### src/rtl/btn_multi_deb.sv
// N-channel push-button conditioner: two-flop synchroniser, debouncer, press/release
// pulses, long-press pulse and auto-repeat pulse per channel, all on one clock.
module btn_multi_deb #(
    parameter int N          = 4,
    parameter int CLK_HZ     = 100_000_000,
    parameter int DEB_MS     = 3,
    parameter int LONG_MS    = 1000,
    parameter int REPEAT_MS  = 200,
    parameter int ACTIVE_LOW = 0
) (
    input  logic         clk,
    input  logic         rst,
    input  logic [N-1:0] btn,
    output logic [N-1:0] btn_state,
    output logic [N-1:0] btn_posedge,
    output logic [N-1:0] btn_negedge,
    output logic [N-1:0] btn_long,
    output logic [N-1:0] btn_repeat
);

    localparam int DEB_CNT    = CLK_HZ / 1000 * DEB_MS;
    localparam int LONG_CNT   = CLK_HZ / 1000 * LONG_MS;
    localparam int REPEAT_CNT = CLK_HZ / 1000 * REPEAT_MS;
    localparam int HOLD_MAX   = (LONG_CNT > REPEAT_CNT) ? LONG_CNT : REPEAT_CNT;
    localparam int DW         = $clog2(DEB_CNT) + 1;
    localparam int HW         = $clog2((HOLD_MAX > 0) ? HOLD_MAX : 1) + 1;

    localparam logic [DW-1:0] DEB_TERM  = DW'(DEB_CNT - 1);
    localparam logic [HW-1:0] LONG_TERM = HW'((LONG_CNT > 0) ? LONG_CNT - 1 : 0);
    localparam logic [HW-1:0] REP_TERM  = HW'((REPEAT_CNT > 0) ? REPEAT_CNT - 1 : 0);
    localparam logic [N-1:0]  POLARITY  = (ACTIVE_LOW != 0) ? {N{1'b1}} : {N{1'b0}};

    typedef enum logic [1:0] {
        IDLE,
        HOLD,
        REPEAT
    } hold_state_t;

    logic [N-1:0] pin_pressed;

    // Polarity is corrected before the synchroniser so reset (0) always means released.
    assign pin_pressed = btn ^ POLARITY;

    for (genvar i = 0; i < N; i++) begin : g_chan
        logic          sync1;
        logic          sync2;
        logic          level;
        logic          rise;
        logic          fall;
        logic          long_pulse;
        logic          rep_pulse;
        logic [DW-1:0] deb_cnt;
        logic          deb_done;
        logic          press;
        logic          release_evt;

        hold_state_t   state;
        hold_state_t   state_next;
        logic [HW-1:0] hold_cnt;
        logic [HW-1:0] hold_cnt_next;
        logic          long_next;
        logic          rep_next;

        assign deb_done    = (sync2 != level) && (deb_cnt == DEB_TERM);
        assign press       = deb_done && !level;
        assign release_evt = deb_done && level;

        always_ff @(posedge clk or negedge rst) begin
            if (!rst) begin
                sync1   <= 1'b0;
                sync2   <= 1'b0;
                level   <= 1'b0;
                deb_cnt <= '0;
                rise    <= 1'b0;
                fall    <= 1'b0;
            end else begin
                sync1 <= pin_pressed[i];
                sync2 <= sync1;
                rise  <= press;
                fall  <= release_evt;
                if (sync2 == level) begin
                    deb_cnt <= '0;
                end else if (deb_done) begin
                    level   <= ~level;
                    deb_cnt <= '0;
                end else begin
                    deb_cnt <= deb_cnt + DW'(1);
                end
            end
        end

        always_ff @(posedge clk or negedge rst) begin
            if (!rst) begin
                state      <= IDLE;
                hold_cnt   <= '0;
                long_pulse <= 1'b0;
                rep_pulse  <= 1'b0;
            end else begin
                state      <= state_next;
                hold_cnt   <= hold_cnt_next;
                long_pulse <= long_next;
                rep_pulse  <= rep_next;
            end
        end

        // A release on the same edge as a long/repeat terminal count suppresses that pulse.
        always_comb begin
            state_next    = state;
            hold_cnt_next = hold_cnt;
            long_next     = 1'b0;
            rep_next      = 1'b0;
            case (state)
                IDLE: begin
                    if (press) begin
                        state_next    = HOLD;
                        hold_cnt_next = '0;
                    end
                end
                HOLD: begin
                    if (LONG_CNT != 0) begin
                        if (hold_cnt == LONG_TERM) begin
                            long_next     = 1'b1;
                            hold_cnt_next = '0;
                            state_next    = REPEAT;
                        end else begin
                            hold_cnt_next = hold_cnt + HW'(1);
                        end
                    end
                end
                REPEAT: begin
                    if (REPEAT_CNT != 0) begin
                        if (hold_cnt == REP_TERM) begin
                            rep_next      = 1'b1;
                            hold_cnt_next = '0;
                        end else begin
                            hold_cnt_next = hold_cnt + HW'(1);
                        end
                    end
                end
                default: begin
                    state_next    = IDLE;
                    hold_cnt_next = '0;
                end
            endcase
            if (release_evt) begin
                state_next    = IDLE;
                hold_cnt_next = '0;
                long_next     = 1'b0;
                rep_next      = 1'b0;
            end
        end

        assign btn_state[i]   = level;
        assign btn_posedge[i] = rise;
        assign btn_negedge[i] = fall;
        assign btn_long[i]    = long_pulse;
        assign btn_repeat[i]  = rep_pulse;
    end

endmodule

### config.mk
export PLATFORM = sky130hd
export DESIGN_NAME = btn_multi_deb
export DESIGN_NICKNAME = d
export VERILOG_FILES = /design/src/rtl/btn_multi_deb.sv
export SDC_FILE = /design/constraint.sdc
export NUM_CORES = 1
export LEC_CHECK = 0
export CORE_MARGIN = 1.5
export CORE_UTILIZATION = 57
export CTS_CLUSTER_SIZE = 12
export DETAILED_ROUTE_END_ITERATION = 10
export GPL_TIMING_DRIVEN = 0
export PLACE_DENSITY_LB_ADDON = 0.15
export SKIP_CTS_REPAIR_TIMING = 1
export SYNTH_ARGS = -nofsm -noshare
export SYNTH_HDL_FRONTEND = slang
export SYNTH_SLANG_ARGS = --single-unit
### constraint.sdc
create_clock -name clk -period 5.62 [get_ports clk]
set_input_delay 1.124 -clock clk [delete_from_list [all_inputs] [get_ports clk]]
set_output_delay 1.124 -clock clk [all_outputs]
set_load 0.005 [all_outputs]
### Close-up of the layout, run 1

The bar under the picture is 10 um long. Region (25, 25) to (50, 50) um. Cells in grey, sequential cells in the stronger grey; small squares are vias.
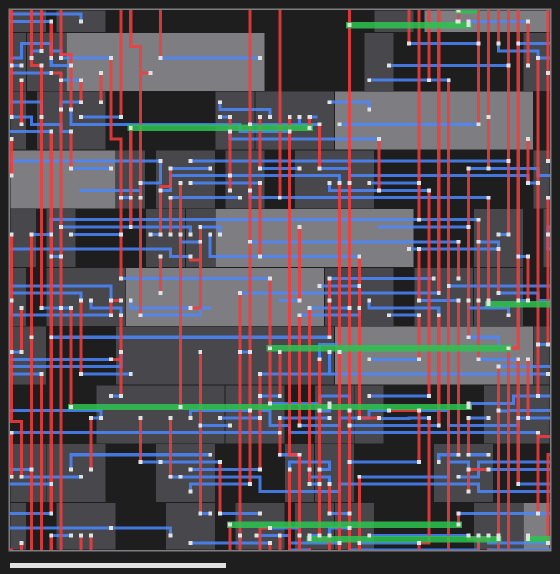
Key: green = metal 3; red = metal 2; blue = metal 1
44 logic cells have their middle in the window. Sequential cells in the window: 6. Most frequent: dfrtp_1 (6), nand3_1 (5). Netlist names of flops here include `g_chan.hold_cnt` (6).

### I/O nets highlighted, run 1

The bar under the picture is 50 um long.
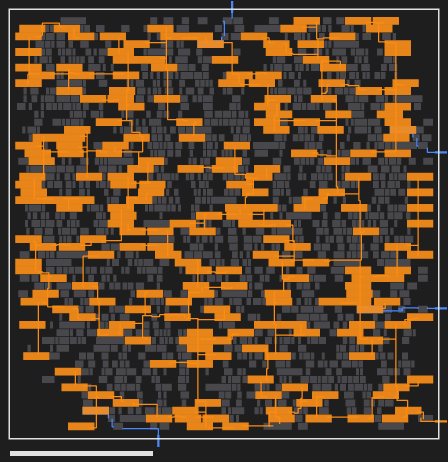
Key: blue = `btn_long` [bits 4, direction output, edge 2 right, 1 bottom, 1 top, end cells 4, buffers 8, wire 58.9 um]; orange = `rst` [bits 1, direction input, edge right, end cells 228, buffers 2, wire 1520 um]
port bufs: 25
io pins: 26

### Sequential cells coloured by netlist name, run 1

The bar under the picture is 50 um long.
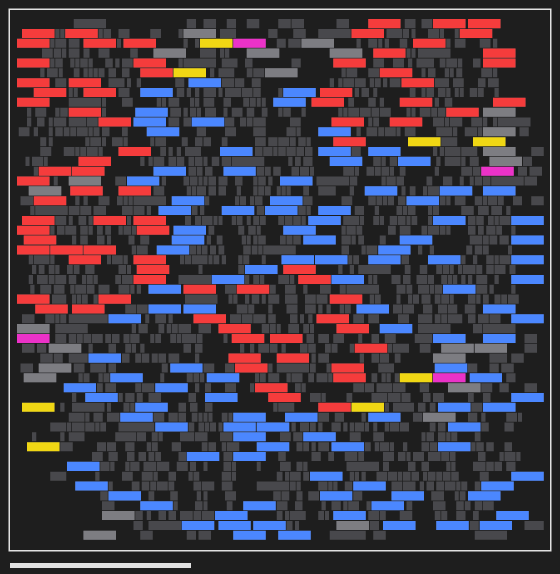
Key: blue = `g_chan.hold_cnt` [placed flops 112, where all over the die]; yellow = `g_chan.state` [placed flops 8, where all over the die]; red = `g_chan.deb_cnt` [placed flops 80]; magenta = `g_chan.fall` [placed flops 4]
Another 24 sequential cells are not coloured.
Seq area share: 41.95%
Reg area: 5705 um^2
Seq. pwr: 0.00166 W

==> impl_metrics.yaml, run 1 <==
# flow metrics
run_status:
  status: "completed"
route:
  viasPerCell: 6.040
  wl_per_cell_um: 16.06
  drtPass1Iterations: 5
  vias: 9923
  drtAntennaViolNets: 0
worst_hold_path:
  hold_path_class: "reg -> reg"
  hp-start: "g_chan[0].sync1"
  worstHoldPathCells: 0
sta:
  tns_ps: 0
  skew_ps: 10.75
  finalSetupViolations: 0
  timing.final.max_slew_violations: 0
  holdWs_ps: 347.6
  tightest_slew_ps: 1219
  grt_setup_unrepaired: "no"
  maxSlewHeadroom_pct: 18.07
synthesis:
  synth.distinct_cells: 65
  largest_area_cell: "dfrtp_1"
  yosysWarnings: 0
  mux_share_pct: 0.8309
  ys_cells: 1299
  async_reset_ff_share_pct: 100.0
  fp_nets: 1329
  adder_share_pct: 2.462
  syn-instance-count: 1299
  yosys_most_used_dff: "dfrtp_1"
  yosysChipArea_um2: 12200
  ys_sh_xor_pct: 6.031
  yosysMostFrequentCell: "dfrtp_1"
  ys_top_logic_family: "simple AND/OR/NAND/NOR gates"
final_layout:
  buf_share_pct: 4.416
  nClkBuffers: 37
  layout.area.comb_um2: 6017
  synthToLayoutAreaGrowth_pct: 11.50
  num_antenna_cells: 0
  reg_top3: "g_chan.hold_cnt x112, g_chan.deb_cnt x80, g_chan.state x8"
  fin_util_pct: 64.70
  final_area_um2: 13600
  top_register: "g_chan.hold_cnt"
  fin_nets: 1382
  lay_top_cells: "dfrtp_1, nor2_1, nand2_1"
  nMultiInputCombCells: 969
  buffers: 86
  dominant_cells: "combinational gates"
global_route:
  grt_overflow: 0
  grt_util_met3_pct: 2.905
  grtUsageMet2_pct: 38.36
  grt_max_degree: 120
  grt_use_total_pct: 24.26
  antenna_found_initial: 0
clock_network:
  cts_buffer_depth: 3
  clk_latency_ps: 520
  cts_buffers: 25
  cts_tree: "built"
critical_path:
  reg2reg_slack_ps: 2530
  reg2reg_from: "g_chan[2].deb_cnt[10]"
  cpPeakStageDelay_ps: 1070
  cp-start-kind: "flop"
  endpoint: "g_chan[2].hold_cnt[12]"
  crit_start: "g_chan[2].deb_cnt[10]"
  worstPathBufferInverterCount: 0
  critPathCaptureType: "flop"
  crit_type: "reg -> reg"
  required_ps: 6030
  path_depth: 5
power_and_ir_drop:
  swShare_pct: 21.33
  powerComb_w: 0.0000618
  p_clk_w: 0.00157
  clkPwrFrac_pct: 47.7
  maxPowerGroup: "sequential cells"
  p_per_area_nw_per_um2: 242.2
run:
  max-cap-violations: 0
  tool_warnings: 42
die:
  coreArea_um2: 21020
  die-height_um: 149.3
  dieWidth_um: 149.3
placed_design:
  dp_slack_ps: 2506
  hpwl_um: 17520
--- run 2 (diff from run 1) ---
==> constraint.sdc (replaced) <==
create_clock -name clk -period 2.75 [get_ports clk]
set_input_delay 0.55 -clock clk [delete_from_list [all_inputs] [get_ports clk]]
set_output_delay 0.55 -clock clk [all_outputs]
set_load 0.005 [all_outputs]
### Track usage over the die, run 2

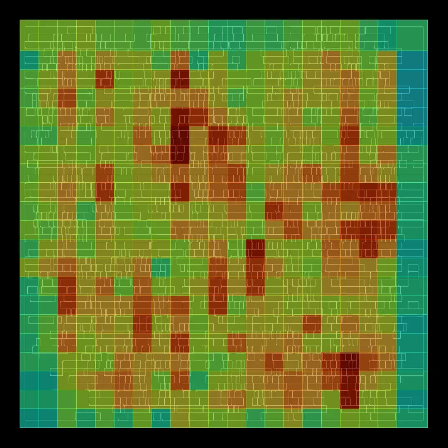
GRT met1 Usage: 35.54%
grt met2 use: 38.36%
Global Route Usage Sum: 24.26%
mean routed wirelength per cell: 16.25 um

==> run 2 against run 1 <==
Against the previous run: final area grew 1.6%; combinational power grew 110%; critical path type unchanged; die area is the same; sequential power grew 100%; global-route usage is the same; highest routed layer unchanged; final cell count grew 0.24%; synthesized area is the same; largest cell class unchanged.
==> impl_metrics.yaml, run 2 <==
# flow metrics
clock_network:
  cts_buffers: 25
  clk_latency_ps: 520
  cts_buffer_depth: 3
  cts_tree: "built"
synthesis:
  fp_nets: 1329
  common_cells: "dfrtp_1, nor2_1, nand2_1"
  yosysChipArea_um2: 12200
  largest_area_cell: "dfrtp_1"
  ys_top_logic_family: "simple AND/OR/NAND/NOR gates"
  mux_share_pct: 0.8309
  yosysSeqAreaShare_pct: 46.77
  yosysWarnings: 0
  netlist.area_leader.share_pct: 46.77
  yosysMostFrequentCell: "dfrtp_1"
  yosys_most_used_dff: "dfrtp_1"
  adder_share_pct: 2.462
  synth.distinct_cells: 65
  syn-instance-count: 1299
final_layout:
  dominant_cells: "combinational gates"
  buffers: 90
  final_area_um2: 13820
  fin_nets: 1386
  synthToLayoutAreaGrowth_pct: 13.32
  top_register: "g_chan.hold_cnt"
  flop_area_um2: 5708
  num_antenna_cells: 0
  nMultiInputCombCells: 969
  seq_share_pct: 41.29
  lay_top_cells: "dfrtp_1, nor2_1, nand2_1"
  layout.area.comb_um2: 6188
  buf_share_pct: 4.698
  nClkBuffers: 37
  fin_util_pct: 65.76
  ff_count: 228
die:
  pin_count: 26
  coreArea_um2: 21020
  dieWidth_um: 149.3
  die-height_um: 149.3
placed_design:
  port-buffer-count: 25
  hpwl_um: 17520
  placed_area_um2: 12820
global_route:
  grt_max_degree: 120
  antenna_found_initial: 0
critical_path:
  worstPathBufferInverterCount: 2
  endpoint: "g_chan[1].hold_cnt[23]"
  required_ps: 3150
  crit_start: "g_chan[1].hold_cnt[15]"
  cpPeakStageDelay_ps: 470
  cp-start-kind: "flop"
  path_depth: 8
  crit_type: "reg -> reg"
  reg2reg_from: "g_chan[1].hold_cnt[15]"
route:
  wl_met2_um: 12400
  drtAntennaViolNets: 0
  vias: 9940
  drtPass1Iterations: 5
  viasPerCell: 6.035
power_and_ir_drop:
  seqPwrFrac_pct: 50.4
  p_per_area_nw_per_um2: 487.3
  powerComb_w: 0.000127
  pg_seq_w: 0.00339
  maxPowerGroup: "sequential cells"
  clkPwrFrac_pct: 47.7
  swShare_pct: 21.38
  p_clk_w: 0.00321
sta:
  tns_ps: 0
  timing.final.max_slew_violations: 0
  maxSlewHeadroom_pct: 35.29
  tightest_slew_ps: 961.8
  skew_ps: 10.44
  holdWs_ps: 90.57
run:
  tool_warnings: 43
run_status:
  status: "completed"
worst_hold_path:
  hold_path_class: "in -> async"
--- run 3 (diff from run 2) ---
--- a/config.mk
+++ b/config.mk
@@ -9,7 +9,6 @@
 export CORE_UTILIZATION = 57
 export CTS_CLUSTER_SIZE = 12
 export DETAILED_ROUTE_END_ITERATION = 10
-export GPL_TIMING_DRIVEN = 0
 export PLACE_DENSITY_LB_ADDON = 0.15
 export SKIP_CTS_REPAIR_TIMING = 1
 export SYNTH_ARGS = -nofsm -noshare
### Sequential cells coloured by netlist name, run 3

The bar under the picture is 50 um long.
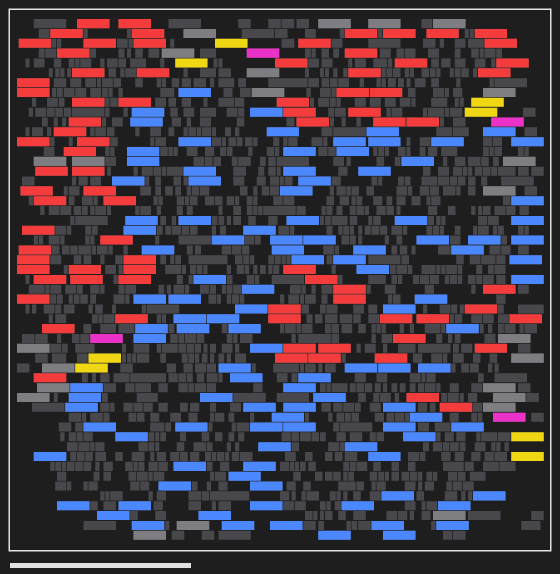
Seq. pwr: 0.00339 W
Seq area share: 41.48%

==> run 3 against run 2 <==
Against the previous run: synthesized area stayed put; synthesized cell count unchanged; clock power rose by 6%; hold slack better by 260 ps; worst setup slack better by 21 ps; sequential share of layout area is 0.19 points higher; critical endpoint is now g_chan[1].hold_cnt[19].
==> impl_metrics.yaml, run 3 <==
# flow metrics
run_status:
  status: "completed"
clock_network:
  cts_buffers: 25
  cts_tree: "built"
  cts_buffer_depth: 3
  clk_latency_ps: 530
die:
  pin_count: 26
  dieWidth_um: 149.3
  die-height_um: 149.3
final_layout:
  lay_top_cells: "dfrtp_1, nor2_1, nand2_1"
  buf_share_pct: 5.004
  nMultiInputCombCells: 969
  synthToLayoutAreaGrowth_pct: 12.75
  flop_area_um2: 5705
  final_area_um2: 13750
  reg_top3: "g_chan.hold_cnt x112, g_chan.deb_cnt x80, g_chan.state x8"
  dominant_cells: "combinational gates"
  layout.area.comb_um2: 6036
  buffers: 79
  top_register: "g_chan.hold_cnt"
  fin_util_pct: 65.42
  num_antenna_cells: 0
  ff_count: 228
critical_path:
  reg2reg_from: "g_chan[1].hold_cnt[18]"
  crit_type: "reg -> reg"
  cp-start-kind: "flop"
  critPathCaptureType: "flop"
  reg2reg_slack_ps: 120
  crit_start: "g_chan[1].hold_cnt[18]"
  cpPeakStageDelay_ps: 530
  endpoint: "g_chan[1].hold_cnt[19]"
  worstPathBufferInverterCount: 1
power_and_ir_drop:
  clkPwrFrac_pct: 49.0
  powerComb_w: 0.000133
  p_per_area_nw_per_um2: 503.0
  maxPowerGroup: "sequential cells"
  p_clk_w: 0.00339
  swShare_pct: 20.95
  seqPwrFrac_pct: 49.1
synthesis:
  async_reset_ff_share_pct: 100.0
  syn-instance-count: 1299
  yosys_most_used_dff: "dfrtp_1"
  common_cells: "dfrtp_1, nor2_1, nand2_1"
  largest_area_cell: "dfrtp_1"
  mux_share_pct: 0.8309
  netlist.area_leader.share_pct: 46.77
  synth.distinct_cells: 65
  yosysChipArea_um2: 12200
  ys_top_logic_family: "simple AND/OR/NAND/NOR gates"
  yosysWarnings: 0
  ys_sh_xor_pct: 6.031
  yosysMostFrequentCell: "dfrtp_1"
  ys_cells: 1299
  yosysSeqAreaShare_pct: 46.77
  fp_nets: 1329
global_route:
  grtUsageMet2_pct: 38.15
  grt_max_degree: 70
  antenna_found_initial: 0
  grt_util_met3_pct: 3.180
sta:
  tightest_slew_ps: 741.3
  tns_ps: 0
  holdWs_ps: 348.2
  timing.final.max_slew_violations: 0
  skew_ps: 12.89
  grt_setup_unrepaired: "no"
  maxSlewHeadroom_pct: 49.88
worst_hold_path:
  hold_path_class: "reg -> reg"
  hp-start: "g_chan[3].sync1"
  worstHoldPathCells: 0
run:
  tool_warnings: 38
  max-cap-violations: 0
placed_design:
  port-buffer-count: 25
  dp_slack_ps: 137.3
  hpwl_um: 17520
  placed_area_um2: 12920
route:
  viasPerCell: 5.981
  wl_met2_um: 11840
  wl_per_cell_um: 15.67
  drtPass1Iterations: 5

==> gallery <==
Gate-type map.
image #1
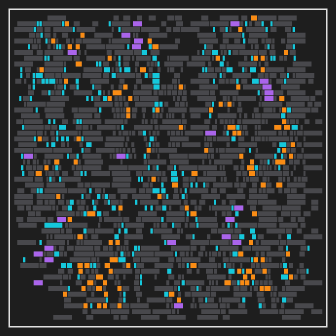
image #2
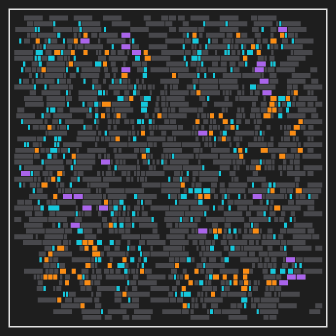
run 2: image #1
run 3: image #2

Key to image #1:
Key: cyan = nor cells [cells 242, most used nor2_1, where all over the die]; purple = fa/ha/maj cells [cells 24, most used ha_1, where all over the die]; orange = and/or cells [cells 111, most used and3_1, where all over the die]

No activity file was given, so power comes from the tool's default toggle rates.
